File: config.mk
export PLATFORM = sky130hd
export DESIGN_NAME = st_delimiter_filter
export DESIGN_NICKNAME = d
export VERILOG_FILES = /design/src/rtl/st_delimiter_pkg.sv /design/src/rtl/st_sync_fifo.sv /design/src/rtl/st_delimiter_filter.sv
export SDC_FILE = /design/constraint.sdc
export NUM_CORES = 1
export LEC_CHECK = 0
export ABC_CLOCK_PERIOD_IN_PS = 3150
export CAP_MARGIN = 25
export CORE_UTILIZATION = 50
export DETAILED_ROUTE_END_ITERATION = 8
export PLACE_DENSITY = 0.83
export SLEW_MARGIN = 20
export SYNTH_ARGS = -nofsm -noshare
export SYNTH_HDL_FRONTEND = slang
export SYNTH_HIERARCHICAL = 1
export SYNTH_SLANG_ARGS = --single-unit
File: constraint.sdc
create_clock -name clock -period 3.15 [get_ports clock]
set_input_delay 0.4725 -clock clock [delete_from_list [all_inputs] [get_ports clock]]
set_output_delay 0.4725 -clock clock [all_outputs]
set_load 0.03 [all_outputs]
File: src/rtl/st_delimiter_pkg.sv
// Shared types for the Avalon-ST delimiter filter.
// Delimiter modes, frame states and CSR addresses.
package st_delimiter_pkg;

  typedef enum logic {
    DELIM_DISCARD  = 1'b0,
    DELIM_PASSTHRU = 1'b1
  } delim_mode_e;

  typedef enum logic {
    IDLE      = 1'b0,
    IN_PACKET = 1'b1
  } frame_state_e;

  localparam logic [1:0] CSR_STATUS = 2'd0;
  localparam logic [1:0] CSR_COUNT  = 2'd1;
  localparam logic [1:0] CSR_LEVEL  = 2'd2;
  localparam logic [1:0] CSR_STATE  = 2'd3;

endpackage

File: src/rtl/st_sync_fifo.sv
// Synchronous FIFO: push/pop, full/empty/level.
// pop_data shows the head entry, zero when empty.
module st_sync_fifo #(
  parameter int WIDTH = 8,
  parameter int DEPTH = 4,
  localparam int AW = $clog2(DEPTH)
) (
  input  logic             clock,
  input  logic             reset_n,
  input  logic             push,
  input  logic [WIDTH-1:0] push_data,
  input  logic             pop,
  output logic [WIDTH-1:0] pop_data,
  output logic             full,
  output logic             empty,
  output logic [AW:0]      level
);

  logic [WIDTH-1:0] mem [DEPTH];
  logic [AW-1:0]    wr_ptr;
  logic [AW-1:0]    rd_ptr;
  logic [AW:0]      count;
  logic             do_push;
  logic             do_pop;

  assign full    = (count == (AW+1)'(DEPTH));
  assign empty   = (count == '0);
  assign level   = count;
  assign do_push = push & ~full;
  assign do_pop  = pop & ~empty;

  assign pop_data = empty ? '0 : mem[rd_ptr];

  always_ff @(posedge clock or negedge reset_n) begin
    if (!reset_n) begin
      wr_ptr <= '0;
      rd_ptr <= '0;
      count  <= '0;
    end else begin
      if (do_push) wr_ptr <= wr_ptr + 1'b1;
      if (do_pop)  rd_ptr <= rd_ptr + 1'b1;
      count <= count + (AW+1)'(do_push)
                     - (AW+1)'(do_pop);
    end
  end

  always_ff @(posedge clock) begin
    if (do_push) mem[wr_ptr] <= push_data;
  end

endmodule

File: src/rtl/st_delimiter_filter.sv
// Avalon-ST packet delimiter filter with frame checker and CSRs.
// Ports: clock/reset_n, CSR read bus, ST sink (in_*), ST source (out_*).
module st_delimiter_filter
  import st_delimiter_pkg::*;
#(
  parameter int          WIDTH = 8,
  parameter int          DEPTH = 4,
  parameter delim_mode_e MODE  = DELIM_DISCARD
) (
  input  logic             clock,
  input  logic             reset_n,
  input  logic [1:0]       csr_address,
  input  logic             csr_read,
  output logic [7:0]       csr_readdata,
  output logic             in_ready,
  input  logic             in_valid,
  input  logic [WIDTH-1:0] in_data,
  input  logic             in_sop,
  input  logic             in_eop,
  input  logic             out_ready,
  output logic             out_valid,
  output logic [WIDTH-1:0] out_data
);

  localparam int AW = $clog2(DEPTH);

  frame_state_e state;
  frame_state_e nxt_state;
  logic         run;
  logic         accept;
  logic         delim;
  logic         push;
  logic         full;
  logic         empty;
  logic [AW:0]  level;
  logic         cnt_inc;
  logic         set_nested;
  logic         set_stray;
  logic         set_orphan;
  logic         clr;
  logic [7:0]   packet_count;
  logic         err_nested;
  logic         err_stray;
  logic         err_orphan;
  logic         last_sop;
  logic         last_eop;

  // run holds in_ready low through reset and rises one edge later
  assign in_ready  = run & ~full;
  assign accept    = in_valid & in_ready;
  assign delim     = in_sop | in_eop;
  assign out_valid = ~empty;
  assign clr       = csr_read & (csr_address == CSR_STATUS);

  assign push = accept & (delim ? (MODE == DELIM_PASSTHRU)
                                : (state == IN_PACKET));

  st_sync_fifo #(
    .WIDTH (WIDTH),
    .DEPTH (DEPTH)
  ) u_fifo (
    .clock     (clock),
    .reset_n   (reset_n),
    .push      (push),
    .push_data (in_data),
    .pop       (out_ready),
    .pop_data  (out_data),
    .full      (full),
    .empty     (empty),
    .level     (level)
  );

  // a sop always restarts framing as if from IDLE
  always_comb begin
    nxt_state  = state;
    cnt_inc    = 1'b0;
    set_nested = 1'b0;
    set_stray  = 1'b0;
    set_orphan = 1'b0;
    if (accept) begin
      unique case (1'b1)
        in_sop: begin
          set_nested = (state == IN_PACKET);
          nxt_state  = in_eop ? IDLE : IN_PACKET;
          cnt_inc    = in_eop;
        end
        (in_eop && !in_sop): begin
          if (state == IN_PACKET) begin
            nxt_state = IDLE;
            cnt_inc   = 1'b1;
          end else begin
            set_stray = 1'b1;
          end
        end
        default: set_orphan = (state == IDLE);
      endcase
    end
  end

  always_ff @(posedge clock or negedge reset_n) begin
    if (!reset_n) begin
      run          <= 1'b0;
      state        <= IDLE;
      packet_count <= '0;
      err_nested   <= 1'b0;
      err_stray    <= 1'b0;
      err_orphan   <= 1'b0;
      last_sop     <= 1'b0;
      last_eop     <= 1'b0;
    end else begin
      run          <= 1'b1;
      state        <= nxt_state;
      packet_count <= packet_count + 8'(cnt_inc);
      err_nested   <= set_nested | (err_nested & ~clr);
      err_stray    <= set_stray  | (err_stray  & ~clr);
      err_orphan   <= set_orphan | (err_orphan & ~clr);
      if (accept && delim) begin
        last_sop <= in_sop;
        last_eop <= in_eop;
      end
    end
  end

  always_comb begin
    csr_readdata = '0;
    unique case (csr_address)
      CSR_STATUS: csr_readdata = {3'b0, err_nested, err_stray,
                                  err_orphan, last_eop, last_sop};
      CSR_COUNT:  csr_readdata = packet_count;
      CSR_LEVEL:  csr_readdata = 8'(level);
      CSR_STATE:  csr_readdata = {7'b0, state == IN_PACKET};
      default:    csr_readdata = '0;
    endcase
  end

endmodule

Supply network:
Bar = 20 microns. Pins as bars on the die edge. Tap cells in grey.
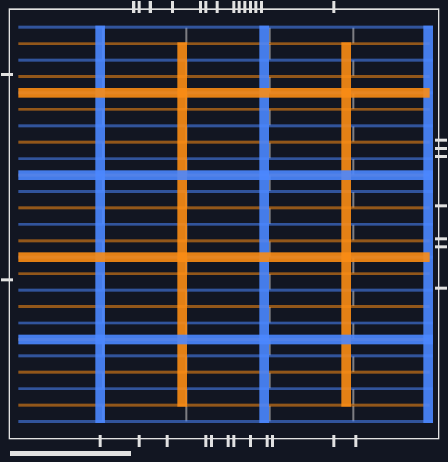
blue -> VSS
orange -> VDD
met1 rails = 25
rows = 24

Cell classes on the final placement:
Bar = 20 microns.
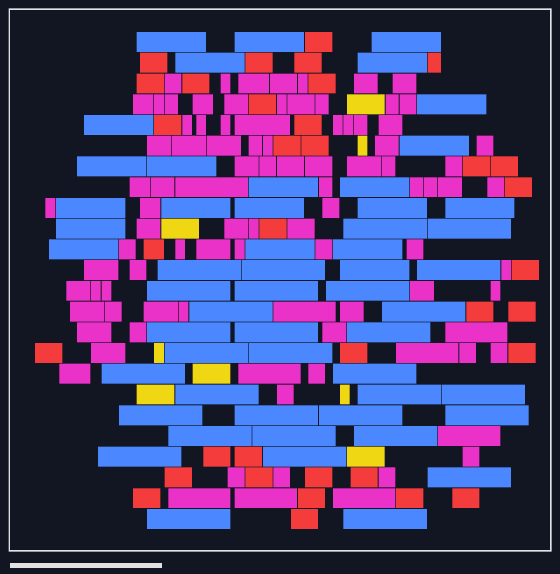
magenta -> all other logic  # cells 94, share of their area 30%
red -> other buffers and delay cells  # cells 35, share of their area 12%
blue -> flip-flops  # cells 54, share of their area 55%
yellow -> clock drivers and dummy loads  # cells 8, share of their area 2.9%
flop share of the area: 53.6%
Rows: 24
final core occ: 63.5%
Core Area: 0.00444 sq mm
design area: 0.00282 sq mm

Routed clock nets over the placement:
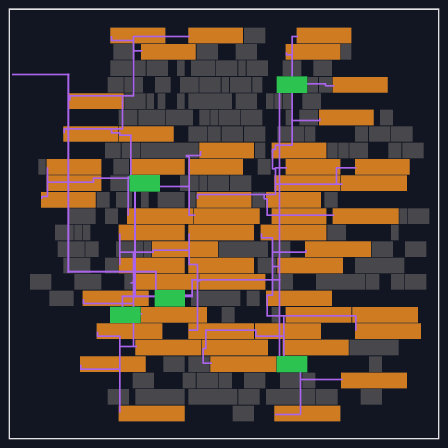
purple -> clock wires  # length 549 microns
orange -> flip-flops  # count 54
green -> cells driving clock nets  # count 5
routed clock nets = 6

==> GITHUB_STEP_SUMMARY <==
### Flow metrics

| Metric | Value |
|---|---|
| Main logic family after synthesis | `multiplexers` |
| Combinational gates | `85` |
| Total wire length | `4020 microns` |
| Mux cell area share after synthesis | `10.9%` |
| CTS tree | `done` |
| Int Pwr | `1.43 mW` |
| Comb power | `0.824 mW` |
| Antenna Nets Post-Route | `0` |
| Die Area | `0.00502 sq mm` |
| Logic pwr share | `37.8%` |
| Sw power | `0.748 mW` |
| Logic share of the area | `27.9%` |
| Vias | `1312` |
| Syn Area/Cell | `15.5 sq um` |
| Stages on worst setup path | `12` |
| Tot Pwr | `2.18 mW` |
| Clk. pwr | `0.362 mW` |
| EDFF count, synth | `32` |
| Met2 Use GR | `30.6%` |
| Crit-path max cell delay | `420 ps` |
| GRT met1 Usage | `21.5%` |
| PostCTS Resize Cnt | `0` |
| Drt first pass iters | `6` |
| Hold_ws | `107 ps` |
| Status | `completed` |
| Vias/cell | `5.40` |
| Initial drt markers | `95` |
| Setup-failing EPs final | `0` |
| Worst EP required | `3380 ps` |
| Adder share | `5.07%` |
| Grt peak-use layer | `met2` |
| Area after DPL | `0.00275 sq mm` |
| Critical Path End Type | `register` |
| Distinct lib cells | `34` |
| CP Class | `reg -> reg` |
| Peak supply drop | `0.396 mV` |
| DIE HEIGHT | `70.8 microns` |
| Inverters | `9` |
| Routing usage on met3 | `3.42%` |
| Post-Syn Nets | `179` |
| Largest Register | `u_fifo/mem` |
| Aoi share | `2.32%` |
| Clk root buf | `clkbuf_8` |
| PD cells | `774 mW/mm^2` |
| Vias in the first global route | `1396` |
| Worst-path clk slew | `90 ps` |
| WL per Instance | `16.6 microns` |
| Area Overhead vs Synth | `19.0%` |
| Total GRT Usage | `18.2%` |
| DRC violations left | `0` |
| GRT Residual Overflow | `0` |
| FFs w/ async S/R, synth | `40.7%` |
| Critical-path cell list | `nor3b_2, and2b_1, nand2_1, nor4b_1, nor2b_2, inv_1, ha_1, inv_1, ha_1, fa_1, xnor2_1, xnor2_1` |
| Worst path bufs/invs | `2` |
| Critical path destination | `u_fifo/level[2]` |
| Fp_density | `53.3%` |
| Top cell area share | `40.5%` |
| ClkCell Share | `2.84%` |
| Synth Seq Share | `63.8%` |
| Top cells by area | `edfxtp_1 (41%), dfrtp_1 (23%), mux4_2 (7.6%)` |
| Flop area | `0.00151 sq mm` |
| Comb gate area | `787 sq um` |
| Nets | `216` |
| Switching Fraction | `34.3%` |
| Worst min-delay path class | `in -> async` |
| Nonclk buf count | `35` |
| Ys flops | `54` |
| LEAKAGE | `1.09 nW` |
| FMAX | `349 MHz` |
| Final Wtd Congestion | `0.771` |
| Top power group | `sequential cells` |
| Reg2Reg Capture Point | `u_fifo/level[2]` |
Wiring by layer:
Bar = 20 microns. Only two layers are drawn.
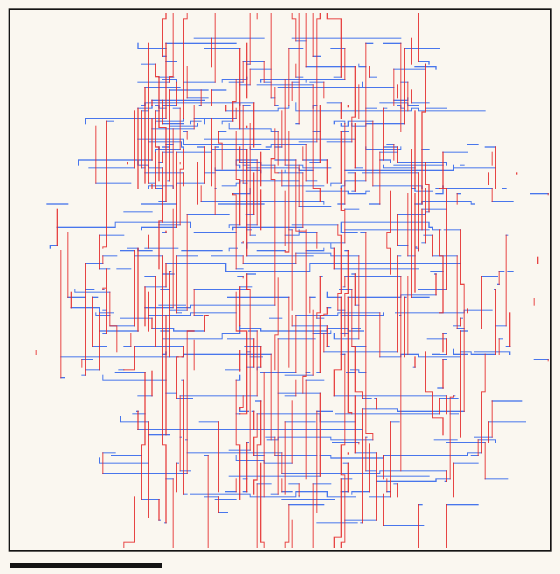
red -> met2  # wire length 2140 microns
blue -> met1  # wire length 1650 microns

Cell placement:
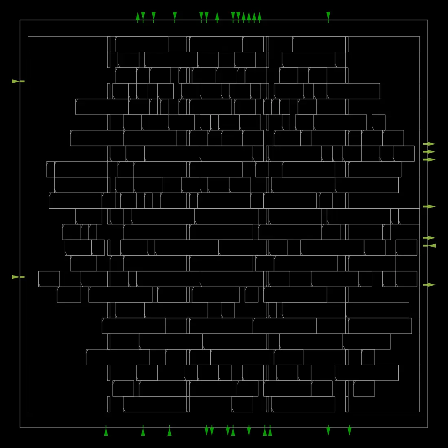
final std cells w/o fill: 243
Well Taps: 52
Flop Count: 54
filler cell count: 316

Power figures rest on the tool's default switching activity, not on a simulated workload.
